### PDN straps and rails, run 1

Bar = 50 um. Pins as bars on the die edge.
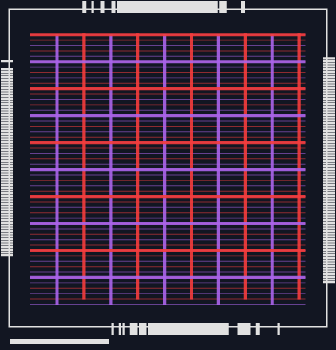
### Placement by cell class, run 1

Fill, decap, tap and diode cells in grey.
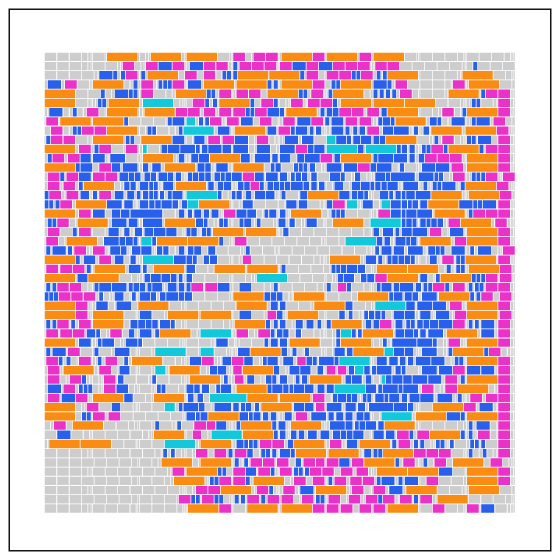
### Clock distribution, run 1

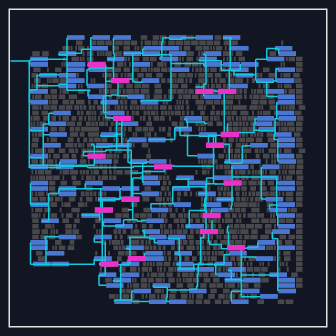
--- config.mk ---
export PLATFORM = sky130hd
export DESIGN_NAME = pc_npc_sequencer_flat
export DESIGN_NICKNAME = d
export VERILOG_FILES = /design/src/rtl/pc_npc_sequencer_if.sv /design/src/rtl/pc_npc_sequencer.sv /design/src/flat_wrapper.sv
export SDC_FILE = /design/constraint.sdc
export NUM_CORES = 1
export LEC_CHECK = 0
export CORE_MARGIN = 10
export CORE_UTILIZATION = 50
export DETAILED_ROUTE_END_ITERATION = 7
export PLACE_DENSITY = 0.9
export SYNTH_ARGS = -nofsm -noshare
export SYNTH_HDL_FRONTEND = slang
export SYNTH_SLANG_ARGS = --single-unit
--- constraint.sdc ---
create_clock -name Clk -period 14.24 [get_ports Clk]
set_input_delay 2.848 -clock Clk [delete_from_list [all_inputs] [get_ports Clk]]
set_output_delay 2.848 -clock Clk [all_outputs]
set_load 0.01 [all_outputs]
--- src/rtl/pc_npc_sequencer_if.sv ---
// Bus between the control unit and the PC/nPC sequencer: retire/trap requests
// flow towards the sequencer, PC/nPC state and writeback pulses flow back.
interface pc_npc_sequencer_if #(
  parameter int ADDR_WIDTH = 32
);
  // Control unit -> sequencer
  logic                   advance;
  logic [2:0]             op;
  logic [29:0]            disp30;
  logic [21:0]            disp22;
  logic                   annul_bit;
  logic                   br_always;
  logic [ADDR_WIDTH-1:0]  jmp_target;
  logic                   trap_req;
  logic [7:0]             trap_tt;
  logic                   et;
  logic [ADDR_WIDTH-13:0] tbr_base;

  // Sequencer -> control unit / register file
  logic                   ready;
  logic [ADDR_WIDTH-1:0]  pc;
  logic [ADDR_WIDTH-1:0]  npc;
  logic                   annul_next;
  logic                   link_we;
  logic [ADDR_WIDTH-1:0]  link_data;
  logic                   trap_save_we;
  logic [ADDR_WIDTH-1:0]  saved_pc;
  logic [ADDR_WIDTH-1:0]  saved_npc;
  logic                   rett_pulse;
  logic                   error_mode;

  modport master (
    output advance, op, disp30, disp22, annul_bit, br_always, jmp_target,
           trap_req, trap_tt, et, tbr_base,
    input  ready, pc, npc, annul_next, link_we, link_data, trap_save_we,
           saved_pc, saved_npc, rett_pulse, error_mode
  );

  modport slave (
    input  advance, op, disp30, disp22, annul_bit, br_always, jmp_target,
           trap_req, trap_tt, et, tbr_base,
    output ready, pc, npc, annul_next, link_we, link_data, trap_save_we,
           saved_pc, saved_npc, rett_pulse, error_mode
  );
endinterface

--- src/rtl/pc_npc_sequencer.sv ---
// SPARC V8 PC/nPC sequencer: delayed control transfer, delay-slot annulment
// and two-cycle trap entry through a TBR-formed vector. The interface
// instance must use the same ADDR_WIDTH as this module.
module pc_npc_sequencer #(
  parameter int                    ADDR_WIDTH = 32,
  parameter logic [ADDR_WIDTH-1:0] RESET_PC   = '0,
  parameter logic [7:0]            TT_ALIGN   = 8'h07
) (
  input  logic                  Clk,
  input  logic                  RESET,
  pc_npc_sequencer_if.slave     bus
);

  typedef enum logic [2:0] {
    S_INIT, S_RUN, S_TRAP_SAVE, S_TRAP_VEC, S_ERROR
  } state_e;

  typedef enum logic [2:0] {
    OP_SEQ, OP_CALL, OP_BR_TAKEN, OP_BR_NOT_TAKEN, OP_JMPL, OP_RETT
  } op_e;

  // Wide enough to hold a sign-extended 32-bit byte displacement.
  localparam int EXT_W = (ADDR_WIDTH > 32) ? ADDR_WIDTH : 32;

  state_e                r_state;
  logic [ADDR_WIDTH-1:0] r_pc, r_npc;
  logic                  r_annul;
  logic                  r_link_we, r_trap_save_we, r_rett;
  logic [ADDR_WIDTH-1:0] r_link_data, r_saved_pc, r_saved_npc;
  logic [7:0]            r_tt;

  state_e                w_nxt_state;
  logic [ADDR_WIDTH-1:0] w_nxt_pc, w_nxt_npc;
  logic                  w_nxt_annul;
  logic                  w_nxt_link_we, w_nxt_trap_save_we, w_nxt_rett;
  logic [ADDR_WIDTH-1:0] w_nxt_link_data, w_nxt_saved_pc, w_nxt_saved_npc;
  logic [7:0]            w_nxt_tt;
  logic                  w_take_trap;
  logic [7:0]            w_trap_tt;

  logic [EXT_W-1:0]      w_call_ext, w_br_ext;
  logic [ADDR_WIDTH-1:0] w_call_off, w_br_off, w_step_npc, w_vector;
  logic                  w_misaligned;

  // Word displacements become sign-extended byte offsets.
  assign w_call_ext   = EXT_W'($signed({bus.disp30, 2'b00}));
  assign w_br_ext     = EXT_W'($signed({{8{bus.disp22[21]}}, bus.disp22, 2'b00}));
  assign w_call_off   = w_call_ext[ADDR_WIDTH-1:0];
  assign w_br_off     = w_br_ext[ADDR_WIDTH-1:0];
  assign w_step_npc   = r_npc + ADDR_WIDTH'(4);
  assign w_vector     = {bus.tbr_base, r_tt, 4'b0000};
  assign w_misaligned = (bus.jmp_target[1:0] != 2'b00);

  // Next-state, next-PC/nPC and side-effect pulse decode.
  always_comb begin
    // NOTE: every signal gets a default before the case so no path leaves
    // one unassigned, which would otherwise infer a latch.
    w_nxt_state        = r_state;
    w_nxt_pc           = r_pc;
    w_nxt_npc          = r_npc;
    w_nxt_annul        = r_annul;
    w_nxt_link_we      = 1'b0;
    w_nxt_trap_save_we = 1'b0;
    w_nxt_rett         = 1'b0;
    w_nxt_link_data    = r_link_data;
    w_nxt_saved_pc     = r_saved_pc;
    w_nxt_saved_npc    = r_saved_npc;
    w_nxt_tt           = r_tt;
    w_take_trap        = 1'b0;
    w_trap_tt          = bus.trap_tt;

    case (r_state)
      S_INIT: w_nxt_state = S_RUN;

      S_RUN: begin
        if (bus.trap_req) begin
          w_take_trap = 1'b1;
        end else if (bus.advance) begin
          if (r_annul) begin
            // Squashed delay slot: step only, no side effects.
            w_nxt_pc    = r_npc;
            w_nxt_npc   = w_step_npc;
            w_nxt_annul = 1'b0;
          end else begin
            case (bus.op)
              OP_CALL: begin
                w_nxt_link_data = r_pc;
                w_nxt_link_we   = 1'b1;
                w_nxt_pc        = r_npc;
                w_nxt_npc       = r_pc + w_call_off;
              end
              OP_BR_TAKEN: begin
                w_nxt_pc    = r_npc;
                w_nxt_npc   = r_pc + w_br_off;
                w_nxt_annul = bus.annul_bit & bus.br_always;
              end
              OP_BR_NOT_TAKEN: begin
                w_nxt_pc    = r_npc;
                w_nxt_npc   = w_step_npc;
                w_nxt_annul = bus.annul_bit;
              end
              OP_JMPL, OP_RETT: begin
                if (w_misaligned) begin
                  w_take_trap = 1'b1;
                  w_trap_tt   = TT_ALIGN;
                end else begin
                  w_nxt_pc  = r_npc;
                  w_nxt_npc = bus.jmp_target;
                  if (bus.op == OP_JMPL) begin
                    w_nxt_link_data = r_pc;
                    w_nxt_link_we   = 1'b1;
                  end else begin
                    w_nxt_rett = 1'b1;
                  end
                end
              end
              default: begin  // SEQ and the unused encodings
                w_nxt_pc  = r_npc;
                w_nxt_npc = w_step_npc;
              end
            endcase
          end
        end

        // Trap entry overrides whatever the advance would have done.
        if (w_take_trap) begin
          w_nxt_annul = 1'b0;
          if (!bus.et) begin
            w_nxt_state = S_ERROR;
          end else begin
            w_nxt_state        = S_TRAP_SAVE;
            w_nxt_saved_pc     = r_pc;
            w_nxt_saved_npc    = r_npc;
            w_nxt_tt           = w_trap_tt;
            w_nxt_trap_save_we = 1'b1;
          end
        end
      end

      S_TRAP_SAVE: w_nxt_state = S_TRAP_VEC;

      S_TRAP_VEC: begin
        w_nxt_pc    = w_vector;
        w_nxt_npc   = w_vector + ADDR_WIDTH'(4);
        w_nxt_state = S_RUN;
      end

      S_ERROR: w_nxt_state = S_ERROR;

      default: w_nxt_state = S_INIT;
    endcase
  end

  // State and output registers.
  always_ff @(posedge Clk or posedge RESET) begin
    // NOTE: non-blocking assignments so every register samples pre-edge values.
    if (RESET) begin
      r_state        <= S_INIT;
      r_pc           <= RESET_PC;
      r_npc          <= RESET_PC + ADDR_WIDTH'(4);
      r_annul        <= 1'b0;
      r_link_we      <= 1'b0;
      r_trap_save_we <= 1'b0;
      r_rett         <= 1'b0;
      r_link_data    <= '0;
      r_saved_pc     <= '0;
      r_saved_npc    <= '0;
      r_tt           <= '0;
    end else begin
      r_state        <= w_nxt_state;
      r_pc           <= w_nxt_pc;
      r_npc          <= w_nxt_npc;
      r_annul        <= w_nxt_annul;
      r_link_we      <= w_nxt_link_we;
      r_trap_save_we <= w_nxt_trap_save_we;
      r_rett         <= w_nxt_rett;
      r_link_data    <= w_nxt_link_data;
      r_saved_pc     <= w_nxt_saved_pc;
      r_saved_npc    <= w_nxt_saved_npc;
      r_tt           <= w_nxt_tt;
    end
  end

  assign bus.ready        = (r_state == S_RUN);
  assign bus.error_mode   = (r_state == S_ERROR);
  assign bus.pc           = r_pc;
  assign bus.npc          = r_npc;
  assign bus.annul_next   = r_annul;
  assign bus.link_we      = r_link_we;
  assign bus.link_data    = r_link_data;
  assign bus.trap_save_we = r_trap_save_we;
  assign bus.saved_pc     = r_saved_pc;
  assign bus.saved_npc    = r_saved_npc;
  assign bus.rett_pulse   = r_rett;

endmodule
--- src/flat_wrapper.sv ---
// flat-port wrapper written by rule: the top's interface ports become plain ports
module pc_npc_sequencer_flat 
#(
  parameter int                    ADDR_WIDTH = 32,
  parameter logic [ADDR_WIDTH-1:0] RESET_PC   = '0,
  parameter logic [7:0]            TT_ALIGN   = 8'h07
)
  (Clk, RESET, bus_advance, bus_op, bus_disp30, bus_disp22, bus_annul_bit, bus_br_always, bus_jmp_target, bus_trap_req, bus_trap_tt, bus_et, bus_tbr_base, bus_ready, bus_pc, bus_npc, bus_annul_next, bus_link_we, bus_link_data, bus_trap_save_we, bus_saved_pc, bus_saved_npc, bus_rett_pulse, bus_error_mode);
  pc_npc_sequencer_if #(.ADDR_WIDTH(ADDR_WIDTH)) bus_i ();
  input  logic Clk;
  input  logic RESET;
  input wire logic [$bits(bus_i.advance)-1:0] bus_advance;
  input wire logic [$bits(bus_i.op)-1:0] bus_op;
  input wire logic [$bits(bus_i.disp30)-1:0] bus_disp30;
  input wire logic [$bits(bus_i.disp22)-1:0] bus_disp22;
  input wire logic [$bits(bus_i.annul_bit)-1:0] bus_annul_bit;
  input wire logic [$bits(bus_i.br_always)-1:0] bus_br_always;
  input wire logic [$bits(bus_i.jmp_target)-1:0] bus_jmp_target;
  input wire logic [$bits(bus_i.trap_req)-1:0] bus_trap_req;
  input wire logic [$bits(bus_i.trap_tt)-1:0] bus_trap_tt;
  input wire logic [$bits(bus_i.et)-1:0] bus_et;
  input wire logic [$bits(bus_i.tbr_base)-1:0] bus_tbr_base;
  output wire logic [$bits(bus_i.ready)-1:0] bus_ready;
  output wire logic [$bits(bus_i.pc)-1:0] bus_pc;
  output wire logic [$bits(bus_i.npc)-1:0] bus_npc;
  output wire logic [$bits(bus_i.annul_next)-1:0] bus_annul_next;
  output wire logic [$bits(bus_i.link_we)-1:0] bus_link_we;
  output wire logic [$bits(bus_i.link_data)-1:0] bus_link_data;
  output wire logic [$bits(bus_i.trap_save_we)-1:0] bus_trap_save_we;
  output wire logic [$bits(bus_i.saved_pc)-1:0] bus_saved_pc;
  output wire logic [$bits(bus_i.saved_npc)-1:0] bus_saved_npc;
  output wire logic [$bits(bus_i.rett_pulse)-1:0] bus_rett_pulse;
  output wire logic [$bits(bus_i.error_mode)-1:0] bus_error_mode;
  assign bus_i.advance = bus_advance;
  assign bus_i.op = bus_op;
  assign bus_i.disp30 = bus_disp30;
  assign bus_i.disp22 = bus_disp22;
  assign bus_i.annul_bit = bus_annul_bit;
  assign bus_i.br_always = bus_br_always;
  assign bus_i.jmp_target = bus_jmp_target;
  assign bus_i.trap_req = bus_trap_req;
  assign bus_i.trap_tt = bus_trap_tt;
  assign bus_i.et = bus_et;
  assign bus_i.tbr_base = bus_tbr_base;
  assign bus_ready = bus_i.ready;
  assign bus_pc = bus_i.pc;
  assign bus_npc = bus_i.npc;
  assign bus_annul_next = bus_i.annul_next;
  assign bus_link_we = bus_i.link_we;
  assign bus_link_data = bus_i.link_data;
  assign bus_trap_save_we = bus_i.trap_save_we;
  assign bus_saved_pc = bus_i.saved_pc;
  assign bus_saved_npc = bus_i.saved_npc;
  assign bus_rett_pulse = bus_i.rett_pulse;
  assign bus_error_mode = bus_i.error_mode;
  pc_npc_sequencer #(.ADDR_WIDTH(ADDR_WIDTH), .RESET_PC(RESET_PC), .TT_ALIGN(TT_ALIGN)) u_core (.Clk(Clk), .RESET(RESET), .bus(bus_i));
endmodule
==> run summary, run 1 <==
# DRC = 0
Overall Global Routing Usage = 26.6%
Vias = 9,481
vias in the first global route = 9,497
Net Count, Synth = 1,226
design area = 0.0134 mm^2
Post-synth EDFFs = 0
Port Buf Inserts = 287
post-CTS resize count = 0
Cell Type Count = 65
Top delay family on crit path = AND-OR/OR-AND gates
run status = finished clean
slowest CP cell = clkdlybuf4s50_1
FF-to-FF End = u_core.bus.npc[24]
YS chip area = 0.00971 mm^2
max-slew violation count = 0
RR Startpoint = u_core.bus.pc[2]
worst hold slack = 474 ps
clock sinks = 175
first-pass GRT wire length = 54.7 mm
Mapped Cells = 1,067
storage element area = 0.00438 mm^2
ys cells = 1,067
RSZ-0062 raised after global routing = no
worst-path fanout max = 32
cycle use final = 49.4%
CTS tree = done
Synth top cell by count = nand2_1
P&R area growth vs syn = 37.7%
drt wl/cell = 21.7 um
total gr overflow = 0
CP Data Required Time = 14,530 ps
FF-to-FF path depth = 11
crit path kind = input port to flop
Worst path depth = 16
Hold Crit Class = flop to flop
Leakage Power = 5.94 nW
setup tns final = 0 ps
fin util = 70.8%
max incr delay on CP = 710 ps
Filler cells = 1,455
Notes on 'PDN straps and rails' above:
VSS -> purple
VDD -> red
met4 straps = 10
rows = 50

Notes on 'Placement by cell class' above:
other buffers and delay cells -> magenta  # cells 300, share of their area 23%
flip-flops -> orange  # cells 175, share of their area 34%
all other logic -> blue  # cells 832, share of their area 39%
clock drivers and dummy loads -> cyan  # cells 32, share of their area 4.3%

Notes on 'Clock distribution' above:
flip-flops -> blue  # count 175
clock wires -> cyan  # length 2,310 um
cells driving clock nets -> magenta  # count 17
flops lie = widely spread
clk_skew: 9.72 ps
clk_lat worst skew: 440 ps
clock-net power: 0.462 mW

[run 1: stage by stage]
step | total power, mW | instances
final | 2.92 | 1604
after global routing | 3.10 | 1601
after CTS | 2.91 | 1599
after detailed placement | 2.44 | 1567
after global placement | 2.38 | 1567
after floorplan | 1.72 | 1067
[run 1: layout by cell type, fill, tap and decap left out, types with 4 or more instances in the layout]
| master | instances |
|---|---|
| a221oi_1 | 5 |
| ha_1 | 36 |
| xor2_1 | 21 |
| inv_1 | 27 |
| diode_2 | 5 |
| clkbuf_16 | 17 |
| clkdlybuf4s50_1 | 287 |
| a21o_1 | 22 |
| o21a_1 | 4 |
| a32o_1 | 5 |
| a22o_1 | 5 |
| nand2_1 | 248 |
| a22oi_1 | 8 |
| nor2b_1 | 4 |
| nand3_1 | 20 |
| and3_1 | 8 |
| nor4_1 | 5 |
| mux2_2 | 53 |
| nor3b_1 | 5 |
| a222oi_1 | 21 |
| nand4_1 | 4 |
| o22ai_1 | 13 |
| nor3_1 | 8 |
| a2bb2oi_1 | 4 |
| buf_4 | 13 |
| mux2i_1 | 4 |
| nor2_1 | 68 |
| dfrtp_1 | 174 |
| a21oi_1 | 76 |
| clkinvlp_4 | 5 |
| xnor2_1 | 21 |
| o21ai_0 | 63 |
| and2_1 | 6 |
| a31oi_1 | 6 |
[run 1: layout make-up]
cell class              instances  share of cell area, %
clock buffers                  19                   3.24
well taps                     260                   2.43
clock inverters                13                  0.982
multi-input cells             803                   37.4
flip-flops and latches        175                   32.8
inverters                      29                  0.870
repair buffers                300                   22.2
diodes                          5                 0.0936
[run 1: power breakdown]
| group | internal (mW) | total, mW | switching, mW | leakage [nW] |
|---|---|---|---|---|
| logic | 0.747 | 1.49 | 0.739 | 3.50 |
| clock network | 0.245 | 0.462 | 0.217 | 0.259 |
| registers | 0.718 | 0.968 | 0.250 | 2.18 |
| total | 1.71 | 2.92 | 1.21 | 5.94 |
[run 1: cells by family after synthesis]
| family | after synthesis | share of synthesized area, % |
|---|---|---|
| XOR/XNOR | 42 | 3.79 |
| AND-OR/OR-AND | 267 | 18.5 |
| AND/OR/NAND/NOR | 400 | 17.7 |
| buffers and inverters | 89 | 3.56 |
| flip-flops | 175 | 45.1 |
| adder cells (fa/ha/maj) | 37 | 4.84 |
| multiplexers | 57 | 6.56 |
[run 1: how the worst min path moves through the flow]
stage | depth (start not counted) | slack (ps) | start | endpoint
after floorplan | 1 | 470 | u_core.r_tt[4] | u_core.r_tt[4]
after global placement | 2 | 460 | u_core.bus.saved_pc[4] | u_core.bus.saved_pc[4]
after detailed placement | 2 | 460 | u_core.bus.saved_npc[5] | u_core.bus.saved_npc[5]
after CTS | 2 | 480 | u_core.bus.saved_npc[5] | u_core.bus.saved_npc[5]
after global routing | 2 | 500 | u_core.bus.saved_npc[5] | u_core.bus.saved_npc[5]
final | 2 | 470 | u_core.bus.saved_npc[26] | u_core.bus.saved_npc[26]
[run 1: routing by layer]
metal	vias to the layer above	global-route usage, %	part of all wire [%]
li1	4283	-	-
met1	4605	32.3	40
met2	527	44.2	49
met3	66	7.85	9.6
met4	0	8.55	2.2
met5	-	0	0
## Run 2: what changed since run 1
--- a/config.mk
+++ b/config.mk
@@ -6,9 +6,9 @@
 export NUM_CORES = 1
 export LEC_CHECK = 0
 export CORE_MARGIN = 10
-export CORE_UTILIZATION = 50
+export CORE_UTILIZATION = 43
 export DETAILED_ROUTE_END_ITERATION = 7
-export PLACE_DENSITY = 0.9
+export PLACE_DENSITY = 0.83
 export SYNTH_ARGS = -nofsm -noshare
 export SYNTH_HDL_FRONTEND = slang
 export SYNTH_SLANG_ARGS = --single-unit
==> constraint.sdc (replaced) <==
create_clock -name Clk -period 6.32 [get_ports Clk]
set_input_delay 1.264 -clock Clk [delete_from_list [all_inputs] [get_ports Clk]]
set_output_delay 1.264 -clock Clk [all_outputs]
set_load 0.01 [all_outputs]
### PDN straps and rails, run 2

Bar = 50 um. Pins as bars on the die edge.
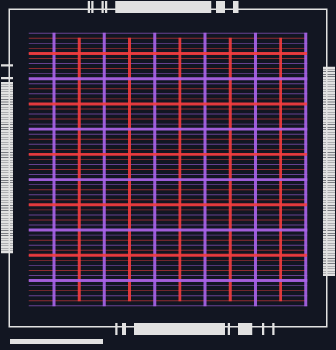
VSS -> purple
VDD -> red
rows = 54
met4 straps = 11
signal pins = 288
met1 rails = 55
met5 straps = 10

### Clock distribution, run 2

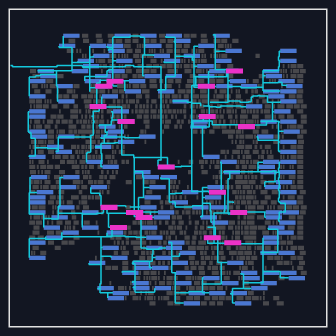
cells driving clock nets -> magenta  # count 17
clock wires -> cyan  # length 2,370 um
flip-flops -> blue  # count 175
flops lie = widely spread
clock-net power: 1.06 mW
part of the power in the clock network: 16.2%
clk_lat worst skew: 430 ps
clk_skew: 8.77 ps

==> run 2 against run 1 <==
Compared with the run above:
- synthesized cell count unchanged
- final cell count up 1.2%
- critical path depth down 1
- critical path type unchanged
- critical endpoint is now u_core.bus.npc[28]
==> run summary, run 2 <==
# DRC = 0
CTS tree = done
Placed Area = 0.0128 mm^2
run status = finished clean
worst-path fanout max = 15
vias in the first global route = 9,552
cell mode on critical path = o21ai_0
core box area = 0.0220 mm^2
Initial Util = 44.1%
Port Buf Inserts = 287
RSZ-0062 raised after global routing = no
Synth top cell by count = nand2_1
Leakage Power = 5.96 nW
most frequent logic cell in the layout = clkdlybuf4s50_1
Mapped Cells = 1,067
slowest CP cell = clkdlybuf4s50_1
CP Data Required Time = 6610 ps
Reg2Reg Setup Slack = 3020 ps
Post-synth EDFFs = 0
max_cap viols = 0
max incr delay on CP = 680 ps
Place WS = 633 ps
DP Wirelength = 26.0 mm
GR peak layer = met2
drt wl/cell = 21.7 um
Synth async-reset ratio = 100%
met1 GRT Util = 29.3%
clock sinks = 175
storage element area = 0.00438 mm^2
max-slew violation count = 0
total gr overflow = 0
Vias = 9,353
cell internal pwr = 3.89 mW
crit path kind = input port to flop
layout cells sized above 1 = 8.73%
largest net degree at the start of global routing = 126
num rows = 54
combinational share of power = 50.8%
post-CTS resize count = 0
worst hold slack = 477 ps
Cell Type Count = 65
M3 GR Usage = 7.17%
die height = 170 um
Hold Crit Class = flop to flop
most common logic cells in the final layout = 287 x clkdlybuf4s50_1, 248 x nand2_1, 174 x dfrtp_1
synthesized area per cell = 9.10 um^2
Via density = 5.76
sequential power share = 33.0%
Net Count, Synth = 1,226
Root Buffer = clkbuf_16
Final WS setup = 936 ps
P&R area growth vs syn = 38.3%
design area = 0.0134 mm^2
Final setup viols = 0
Filler cells = 1,843
first-pass GRT wire length = 54.4 mm
die width = 170 um
Overall Global Routing Usage = 23.8%
Psw = 2.68 mW
Chip Area = 0.0290 mm^2
setup tns final = 0 ps
switch share = 40.8%
met2 usage = 39.2%
Worst VDD drop = 231 uV
cycle use final = 85.2%
ys cells = 1,067
Worst setup EP type = flop
mapped cell area = 0.00971 mm^2
Yosys reg bits = 175
YS chip area = 0.00971 mm^2
Top cell area share = 44.8%
## run 2: metal layers
metal / vias up / wire [um]
met3: 43 / 3300
met4: 0 / 563
met2: 442 / 16900
met1: 4578 / 14400
met5: - / 0
li1: 4290 / -
## run 2: path summary, 6_finish.rpt
path | cells after the start | from | to
hold / removal | 2 | u_core.bus.saved_pc[31] | u_core.bus.saved_pc[31]
min in group asynchronous | 2 | RESET | u_core.bus.link_data[2]
hold reg to reg | 2 | u_core.bus.saved_pc[31] | u_core.bus.saved_pc[31]
max in group asynchronous | 3 | RESET | u_core.bus.npc[14]
setup reg to reg | 7 | u_core.r_state[1] | u_core.bus.saved_npc[10]
setup / recovery | 15 | bus_op[0] | u_core.bus.npc[28]
## run 2: cell type report
type	count	share of cell area (%)
Sequential cell	175	32.6
Inverter	29	0.866
Timing Repair Buffer	301	22.2
Clock buffer	22	3.60
Clock inverter	10	0.754
Antenna cell	4	0.0745
Multi-Input combinational cell	803	37.3
Tap cell	280	2.61
## run 2: power groups by stage
| stage | Sequential (mW) | Clock [mW] | Combinational, mW |
|---|---|---|---|
| 6_report | 2.17 | 1.06 | 3.34 |
| 5_1_grt | 2.24 | 1.12 | 3.64 |
| 4_1_cts | 2.16 | 1.08 | 3.35 |
| 3_5_place_dp | 2.18 | 0 | 3.32 |
| 3_3_place_gp | 2.15 | 0 | 3.25 |
| 2_1_floorplan | 2.23 | 0 | 1.65 |
## run 2: critical path: cells and delay by family
| kind | cells | cell delay [ps] |
|---|---|---|
| AND-OR/OR-AND | 6 | 1650 |
| adder cells (fa/ha/maj) | 1 | 340 |
| buffers and inverters | 2 | 1010 |
| multiplexers | 2 | 560 |
| AND/OR/NAND/NOR | 4 | 830 |
## run 2: cell families (layout without fill, tap and decap cells)
| family | Yosys count | count (layout) | share of synthesized area [%] |
|---|---|---|---|
| AOI/OAI and AO/OA | 267 | 267 | 18.5 |
| xor gates and xnor gates | 42 | 42 | 3.79 |
| adders and majority gates | 37 | 37 | 4.84 |
| buffers and inverters | 89 | 362 | 3.56 |
| DFF | 175 | 175 | 45.1 |
| muxes | 57 | 57 | 6.56 |
| other | 0 | 4 | 0 |
| and+or+nand+nor | 400 | 400 | 17.7 |
## run 2: through the flow
stage / util, % / std cells / total power, mW
final: 61.0 / 1624 / 6.58
after global routing: 61.0 / 1622 / 7.00
after CTS: 60.9 / 1620 / 6.59
after detailed placement: 58.3 / 1588 / 5.51
after global placement: 58.3 / 1588 / 5.40
after floorplan: - / 1067 / 3.88
Power and IR drop assume default switching activity.
